==> images/layers.png <==
The bar under the picture is 20 microns long. Two of the layers only.
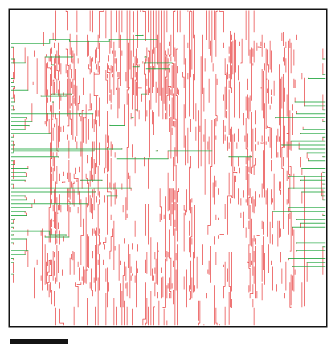
==> images/clock_wires.png <==
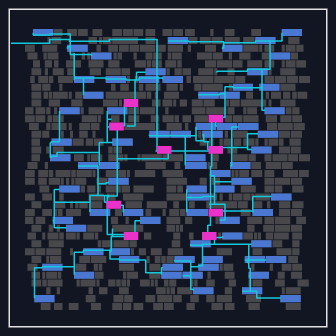
`config.mk`:
```
export PLATFORM = sky130hd
export DESIGN_NAME = punc_mem_arbiter_flat
export DESIGN_NICKNAME = d
export VERILOG_FILES = /design/src/rtl/punc_mem_arbiter_if.sv /design/src/rtl/punc_mem_arbiter.sv /design/src/flat_wrapper.sv
export SDC_FILE = /design/constraint.sdc
export NUM_CORES = 1
export LEC_CHECK = 0
export CORE_MARGIN = 5
export CORE_UTILIZATION = 40
export DETAILED_ROUTE_END_ITERATION = 7
export PLACE_DENSITY_LB_ADDON = 0.05
export REMOVE_ABC_BUFFERS = 1
export SYNTH_ARGS = -nofsm -noshare
export SYNTH_HDL_FRONTEND = slang
export SYNTH_SLANG_ARGS = --single-unit
```
`constraint.sdc`:
```
create_clock -name clk -period 1.49 [get_ports clk]
set_clock_uncertainty 0.05 [all_clocks]
set_input_delay 0.298 -clock clk [delete_from_list [all_inputs] [get_ports clk]]
set_output_delay 0.298 -clock clk [all_outputs]
set_load 0.02 [all_outputs]
```
`src/rtl/punc_mem_arbiter_if.sv`:
```
// Bus bundle between the CPU, the program loader and one single-port memory.
// The master side is the environment (requesters plus memory); the slave side is the arbiter.
interface punc_mem_arbiter_if;
    logic        cpu_req;
    logic        cpu_we;
    logic [15:0] cpu_addr;
    logic [15:0] cpu_wdata;
    logic        cpu_gnt;
    logic        cpu_rvalid;
    logic [15:0] cpu_rdata;

    logic        ldr_req;
    logic        ldr_we;
    logic [15:0] ldr_addr;
    logic [15:0] ldr_wdata;
    logic        ldr_lock;
    logic        ldr_gnt;
    logic        ldr_rvalid;
    logic [15:0] ldr_rdata;

    logic        mem_en;
    logic        mem_we;
    logic [15:0] mem_addr;
    logic [15:0] mem_wdata;
    logic [15:0] mem_rdata;
    logic        busy;

    modport master (
        output cpu_req, cpu_we, cpu_addr, cpu_wdata,
        output ldr_req, ldr_we, ldr_addr, ldr_wdata, ldr_lock,
        output mem_rdata,
        input  cpu_gnt, cpu_rvalid, cpu_rdata,
        input  ldr_gnt, ldr_rvalid, ldr_rdata,
        input  mem_en, mem_we, mem_addr, mem_wdata, busy
    );

    modport slave (
        input  cpu_req, cpu_we, cpu_addr, cpu_wdata,
        input  ldr_req, ldr_we, ldr_addr, ldr_wdata, ldr_lock,
        input  mem_rdata,
        output cpu_gnt, cpu_rvalid, cpu_rdata,
        output ldr_gnt, ldr_rvalid, ldr_rdata,
        output mem_en, mem_we, mem_addr, mem_wdata, busy
    );
endinterface

```
`src/rtl/punc_mem_arbiter.sv`:
```
// Two-requester (CPU / loader) arbiter for one single-port memory.
// Each access takes ACCESS then RESP; arbitration happens only on edges leaving IDLE or RESP.
module punc_mem_arbiter #(
    parameter bit CPU_PRIO = 1'b0
) (
    input  logic               clk,
    input  logic               rst,
    punc_mem_arbiter_if.slave  bus
);
    typedef enum logic [1:0] {ST_IDLE, ST_ACCESS, ST_RESP} state_t;

    state_t      r_state;
    logic        r_last_ldr;
    logic        r_win_we;
    logic        r_mem_en;
    logic        r_mem_we;
    logic [15:0] r_mem_addr;
    logic [15:0] r_mem_wdata;
    logic        r_cpu_gnt;
    logic        r_ldr_gnt;
    logic        r_cpu_rvalid;
    logic        r_ldr_rvalid;
    logic [15:0] r_cpu_rdata;
    logic [15:0] r_ldr_rdata;
    logic        r_busy;

    state_t      w_state_nxt;
    logic        w_last_ldr_nxt;
    logic        w_win_we_nxt;
    logic        w_mem_en_nxt;
    logic        w_mem_we_nxt;
    logic [15:0] w_mem_addr_nxt;
    logic [15:0] w_mem_wdata_nxt;
    logic        w_cpu_gnt_nxt;
    logic        w_ldr_gnt_nxt;
    logic        w_cpu_rvalid_nxt;
    logic        w_ldr_rvalid_nxt;
    logic        w_cpu_ok;
    logic        w_ldr_ok;
    logic        w_pick_ldr;
    logic        w_cpu_rvalid;
    logic        w_ldr_rvalid;

    assign w_cpu_ok   = bus.cpu_req & ~bus.ldr_lock;
    assign w_ldr_ok   = bus.ldr_req;
    // The winner is also the new last-granted pointer, so r_last_ldr names the owner during ACCESS/RESP.
    assign w_pick_ldr = w_ldr_ok & (~w_cpu_ok | ((CPU_PRIO == 1'b0) & ~r_last_ldr));

    always_comb begin
        // NOTE: every signal gets a default before the case so no path can leave one unassigned and infer a latch.
        w_state_nxt      = r_state;
        w_last_ldr_nxt   = r_last_ldr;
        w_win_we_nxt     = r_win_we;
        w_mem_en_nxt     = 1'b0;
        w_mem_we_nxt     = 1'b0;
        w_mem_addr_nxt   = r_mem_addr;
        w_mem_wdata_nxt  = r_mem_wdata;
        w_cpu_gnt_nxt    = 1'b0;
        w_ldr_gnt_nxt    = 1'b0;
        w_cpu_rvalid_nxt = 1'b0;
        w_ldr_rvalid_nxt = 1'b0;

        case (r_state)
            ST_ACCESS: begin
                w_state_nxt      = ST_RESP;
                w_cpu_rvalid_nxt = ~r_win_we & ~r_last_ldr;
                w_ldr_rvalid_nxt = ~r_win_we &  r_last_ldr;
            end
            default: begin
                if (w_cpu_ok | w_ldr_ok) begin
                    w_state_nxt     = ST_ACCESS;
                    w_last_ldr_nxt  = w_pick_ldr;
                    w_win_we_nxt    = w_pick_ldr ? bus.ldr_we    : bus.cpu_we;
                    w_mem_we_nxt    = w_pick_ldr ? bus.ldr_we    : bus.cpu_we;
                    w_mem_addr_nxt  = w_pick_ldr ? bus.ldr_addr  : bus.cpu_addr;
                    w_mem_wdata_nxt = w_pick_ldr ? bus.ldr_wdata : bus.cpu_wdata;
                    w_mem_en_nxt    = 1'b1;
                    w_cpu_gnt_nxt   = ~w_pick_ldr;
                    w_ldr_gnt_nxt   = w_pick_ldr;
                end else begin
                    w_state_nxt = ST_IDLE;
                end
            end
        endcase
    end

    // NOTE: sequential state uses non-blocking assignments so every register samples pre-edge values.
    always_ff @(posedge clk) begin
        if (rst) begin
            r_state      <= ST_IDLE;
            r_last_ldr   <= 1'b1;
            r_win_we     <= 1'b0;
            r_mem_en     <= 1'b0;
            r_mem_we     <= 1'b0;
            r_mem_addr   <= 16'h0000;
            r_mem_wdata  <= 16'h0000;
            r_cpu_gnt    <= 1'b0;
            r_ldr_gnt    <= 1'b0;
            r_cpu_rvalid <= 1'b0;
            r_ldr_rvalid <= 1'b0;
            r_cpu_rdata  <= 16'h0000;
            r_ldr_rdata  <= 16'h0000;
            r_busy       <= 1'b0;
        end else begin
            r_state      <= w_state_nxt;
            r_last_ldr   <= w_last_ldr_nxt;
            r_win_we     <= w_win_we_nxt;
            r_mem_en     <= w_mem_en_nxt;
            r_mem_we     <= w_mem_we_nxt;
            r_mem_addr   <= w_mem_addr_nxt;
            r_mem_wdata  <= w_mem_wdata_nxt;
            r_cpu_gnt    <= w_cpu_gnt_nxt;
            r_ldr_gnt    <= w_ldr_gnt_nxt;
            r_cpu_rvalid <= w_cpu_rvalid_nxt;
            r_ldr_rvalid <= w_ldr_rvalid_nxt;
            r_busy       <= (w_state_nxt != ST_IDLE);
            if (r_cpu_rvalid) r_cpu_rdata <= bus.mem_rdata;
            if (r_ldr_rvalid) r_ldr_rdata <= bus.mem_rdata;
        end
    end

    // Memory data only arrives during RESP, so it is forwarded then and held afterwards;
    // a reset raised inside RESP suppresses the response.
    assign w_cpu_rvalid = r_cpu_rvalid & ~rst;
    assign w_ldr_rvalid = r_ldr_rvalid & ~rst;

    assign bus.cpu_gnt    = r_cpu_gnt;
    assign bus.ldr_gnt    = r_ldr_gnt;
    assign bus.cpu_rvalid = w_cpu_rvalid;
    assign bus.ldr_rvalid = w_ldr_rvalid;
    assign bus.cpu_rdata  = w_cpu_rvalid ? bus.mem_rdata : r_cpu_rdata;
    assign bus.ldr_rdata  = w_ldr_rvalid ? bus.mem_rdata : r_ldr_rdata;
    assign bus.mem_en     = r_mem_en;
    assign bus.mem_we     = r_mem_we;
    assign bus.mem_addr   = r_mem_addr;
    assign bus.mem_wdata  = r_mem_wdata;
    assign bus.busy       = r_busy;
endmodule

```
`src/flat_wrapper.sv`:
```
// flat-port wrapper written by rule: the top's interface ports become plain ports
module punc_mem_arbiter_flat 
#(
    parameter bit CPU_PRIO = 1'b0
)
  (clk, rst, bus_cpu_req, bus_cpu_we, bus_cpu_addr, bus_cpu_wdata, bus_ldr_req, bus_ldr_we, bus_ldr_addr, bus_ldr_wdata, bus_ldr_lock, bus_mem_rdata, bus_cpu_gnt, bus_cpu_rvalid, bus_cpu_rdata, bus_ldr_gnt, bus_ldr_rvalid, bus_ldr_rdata, bus_mem_en, bus_mem_we, bus_mem_addr, bus_mem_wdata, bus_busy);
  punc_mem_arbiter_if bus_i ();
  input  logic clk;
  input  logic rst;
  input wire logic [$bits(bus_i.cpu_req)-1:0] bus_cpu_req;
  input wire logic [$bits(bus_i.cpu_we)-1:0] bus_cpu_we;
  input wire logic [$bits(bus_i.cpu_addr)-1:0] bus_cpu_addr;
  input wire logic [$bits(bus_i.cpu_wdata)-1:0] bus_cpu_wdata;
  input wire logic [$bits(bus_i.ldr_req)-1:0] bus_ldr_req;
  input wire logic [$bits(bus_i.ldr_we)-1:0] bus_ldr_we;
  input wire logic [$bits(bus_i.ldr_addr)-1:0] bus_ldr_addr;
  input wire logic [$bits(bus_i.ldr_wdata)-1:0] bus_ldr_wdata;
  input wire logic [$bits(bus_i.ldr_lock)-1:0] bus_ldr_lock;
  input wire logic [$bits(bus_i.mem_rdata)-1:0] bus_mem_rdata;
  output wire logic [$bits(bus_i.cpu_gnt)-1:0] bus_cpu_gnt;
  output wire logic [$bits(bus_i.cpu_rvalid)-1:0] bus_cpu_rvalid;
  output wire logic [$bits(bus_i.cpu_rdata)-1:0] bus_cpu_rdata;
  output wire logic [$bits(bus_i.ldr_gnt)-1:0] bus_ldr_gnt;
  output wire logic [$bits(bus_i.ldr_rvalid)-1:0] bus_ldr_rvalid;
  output wire logic [$bits(bus_i.ldr_rdata)-1:0] bus_ldr_rdata;
  output wire logic [$bits(bus_i.mem_en)-1:0] bus_mem_en;
  output wire logic [$bits(bus_i.mem_we)-1:0] bus_mem_we;
  output wire logic [$bits(bus_i.mem_addr)-1:0] bus_mem_addr;
  output wire logic [$bits(bus_i.mem_wdata)-1:0] bus_mem_wdata;
  output wire logic [$bits(bus_i.busy)-1:0] bus_busy;
  assign bus_i.cpu_req = bus_cpu_req;
  assign bus_i.cpu_we = bus_cpu_we;
  assign bus_i.cpu_addr = bus_cpu_addr;
  assign bus_i.cpu_wdata = bus_cpu_wdata;
  assign bus_i.ldr_req = bus_ldr_req;
  assign bus_i.ldr_we = bus_ldr_we;
  assign bus_i.ldr_addr = bus_ldr_addr;
  assign bus_i.ldr_wdata = bus_ldr_wdata;
  assign bus_i.ldr_lock = bus_ldr_lock;
  assign bus_i.mem_rdata = bus_mem_rdata;
  assign bus_cpu_gnt = bus_i.cpu_gnt;
  assign bus_cpu_rvalid = bus_i.cpu_rvalid;
  assign bus_cpu_rdata = bus_i.cpu_rdata;
  assign bus_ldr_gnt = bus_i.ldr_gnt;
  assign bus_ldr_rvalid = bus_i.ldr_rvalid;
  assign bus_ldr_rdata = bus_i.ldr_rdata;
  assign bus_mem_en = bus_i.mem_en;
  assign bus_mem_we = bus_i.mem_we;
  assign bus_mem_addr = bus_i.mem_addr;
  assign bus_mem_wdata = bus_i.mem_wdata;
  assign bus_busy = bus_i.busy;
  punc_mem_arbiter #(.CPU_PRIO(CPU_PRIO)) u_core (.clk(clk), .rst(rst), .bus(bus_i));
endmodule
```
==> flow_summary.toml <==
# implementation run metrics
[floorplanning]
io_pins = 158
rows = 36
die_width_microns = 110
tap_cells = 133
die_area_sq_mm = 0.0121
coreArea_sq_mm = 0.00973

[synth]
ys_sh_adder_pct = 0
netlist_area_sq_mm = 0.00399
ys_sh_aoi_pct = 26.7
yosysTopAreaCellShare_pct = 37.7
mux_share_pct = 17.1
edf_count = 0
largest_area_cell = "dfxtp_1"
top_cell = "dfxtp_1"
syn_inst = 403
ys_warn_count = 0
ys_cells = 403
synthArstFlopShare_pct = 0
flop_cell = "dfxtp_1"
common_cells = "dfxtp_1 (75), nor2_1 (36), inv_1 (35)"
synth.logic.top_family = "AND-OR/OR-AND gates"
xor_share_pct = 0

[detailed_routing]
top_layer_used = "met4"
drt-met1-wl_mm = 5.35
viasPerCell = 5.25
wl_per_cell_microns = 16.7

[final_layout]
seq_cells = 75
n_all_buffers = 218
clock_area_share_pct = 3.69
fin_cells = 724
lay_top_cells = "clkdlybuf4s50_1 (82), dfxtp_1 (72), buf_4 (44)"
nClkBuffers = 10
diodes = 0
syn2layout_area_growth_pct = 63.2
buf_share_pct = 34.5
fin_util_pct = 66.9
seqCellArea_sq_mm = 0.00151
sh_seq_area_pct = 23.1
largest_class = "non-clock buffers"
layout.nets = 673

[timing]
timing.hold.ws_ns = 0.370
setup_tns_ns = -9.51
worst_pin_slew_ns = 0.829
fmax_mhz = 537
setup_viol = 34
rsz0062_at_grt = "yes"
fin_ws_ns = -0.373

[clock_tree]
h-tree-depth = 3
cts_hold_buf = 0
cts.sinks = 75
clkLatencyLatePin_ns = 0.33
cts_tree = "built"
cts_buffers = 9
cts_buffer_depth = 2

[worst_setup_path]
critical-path-top-delay-family = "buffers and inverters"
crit_type = "reg -> out"
cp.depth = 5
end_kind = "primary output"
crit_path_start_kind = "register"
cp.arrival_ns = 1.51
crit_chain = "nor2b_4, buf_6, clkbuf_16, mux2_4, buf_6"
cp.required_ns = 1.14
crit_start = "u_core.r_cpu_rvalid"
r2r_setup_slack_ns = 0.01
worstSetupEndpoint = "bus_cpu_rdata[10]"
slowest_delay_ns = 0.34
crit_slowest_cell = "dfxtp_2"

[placement]
dp_hpwl_mm = 8.01
gp_congestion = 0.840
port-buffer-count = 157

[global_routing]
met3_usage_pct = 4.82
grt_pass1_vias = 3799
grt_usage_pct = 19.5
grt_first_pass_wirelength_mm = 18.7
top_usage_layer = "met2"
grt_antenna_before_repair = 0
grt_max_degree = 57

[worst_hold_path]
hp-class = "in -> reg"
hold_depth = 3
hp-start = "bus_cpu_req"

[power_and_ir_drop]
seq_power_share_pct = 39.1
comb_cell_power_mw = 1.52
power-top-group = "registers"
p_int_mw = 4.05
total_power_mw = 5.61

[flow_run]
warnings = 27

[run_status]
status = "finished with violations"
violations = "negative setup slack"
About layers.png:
M3 -> green  # wire length 812 microns
M2 -> red  # wire length 5800 microns
routed vias: 3800
final WL: 12.1 mm

About clock_wires.png:
flip-flops -> blue  # count 75
clock-net drivers -> magenta  # count 9
clock wires -> cyan  # length 967 microns
routed clock nets = 10
flops lie = spread over the die

No activity file was given, so power comes from the tool's default toggle rates.
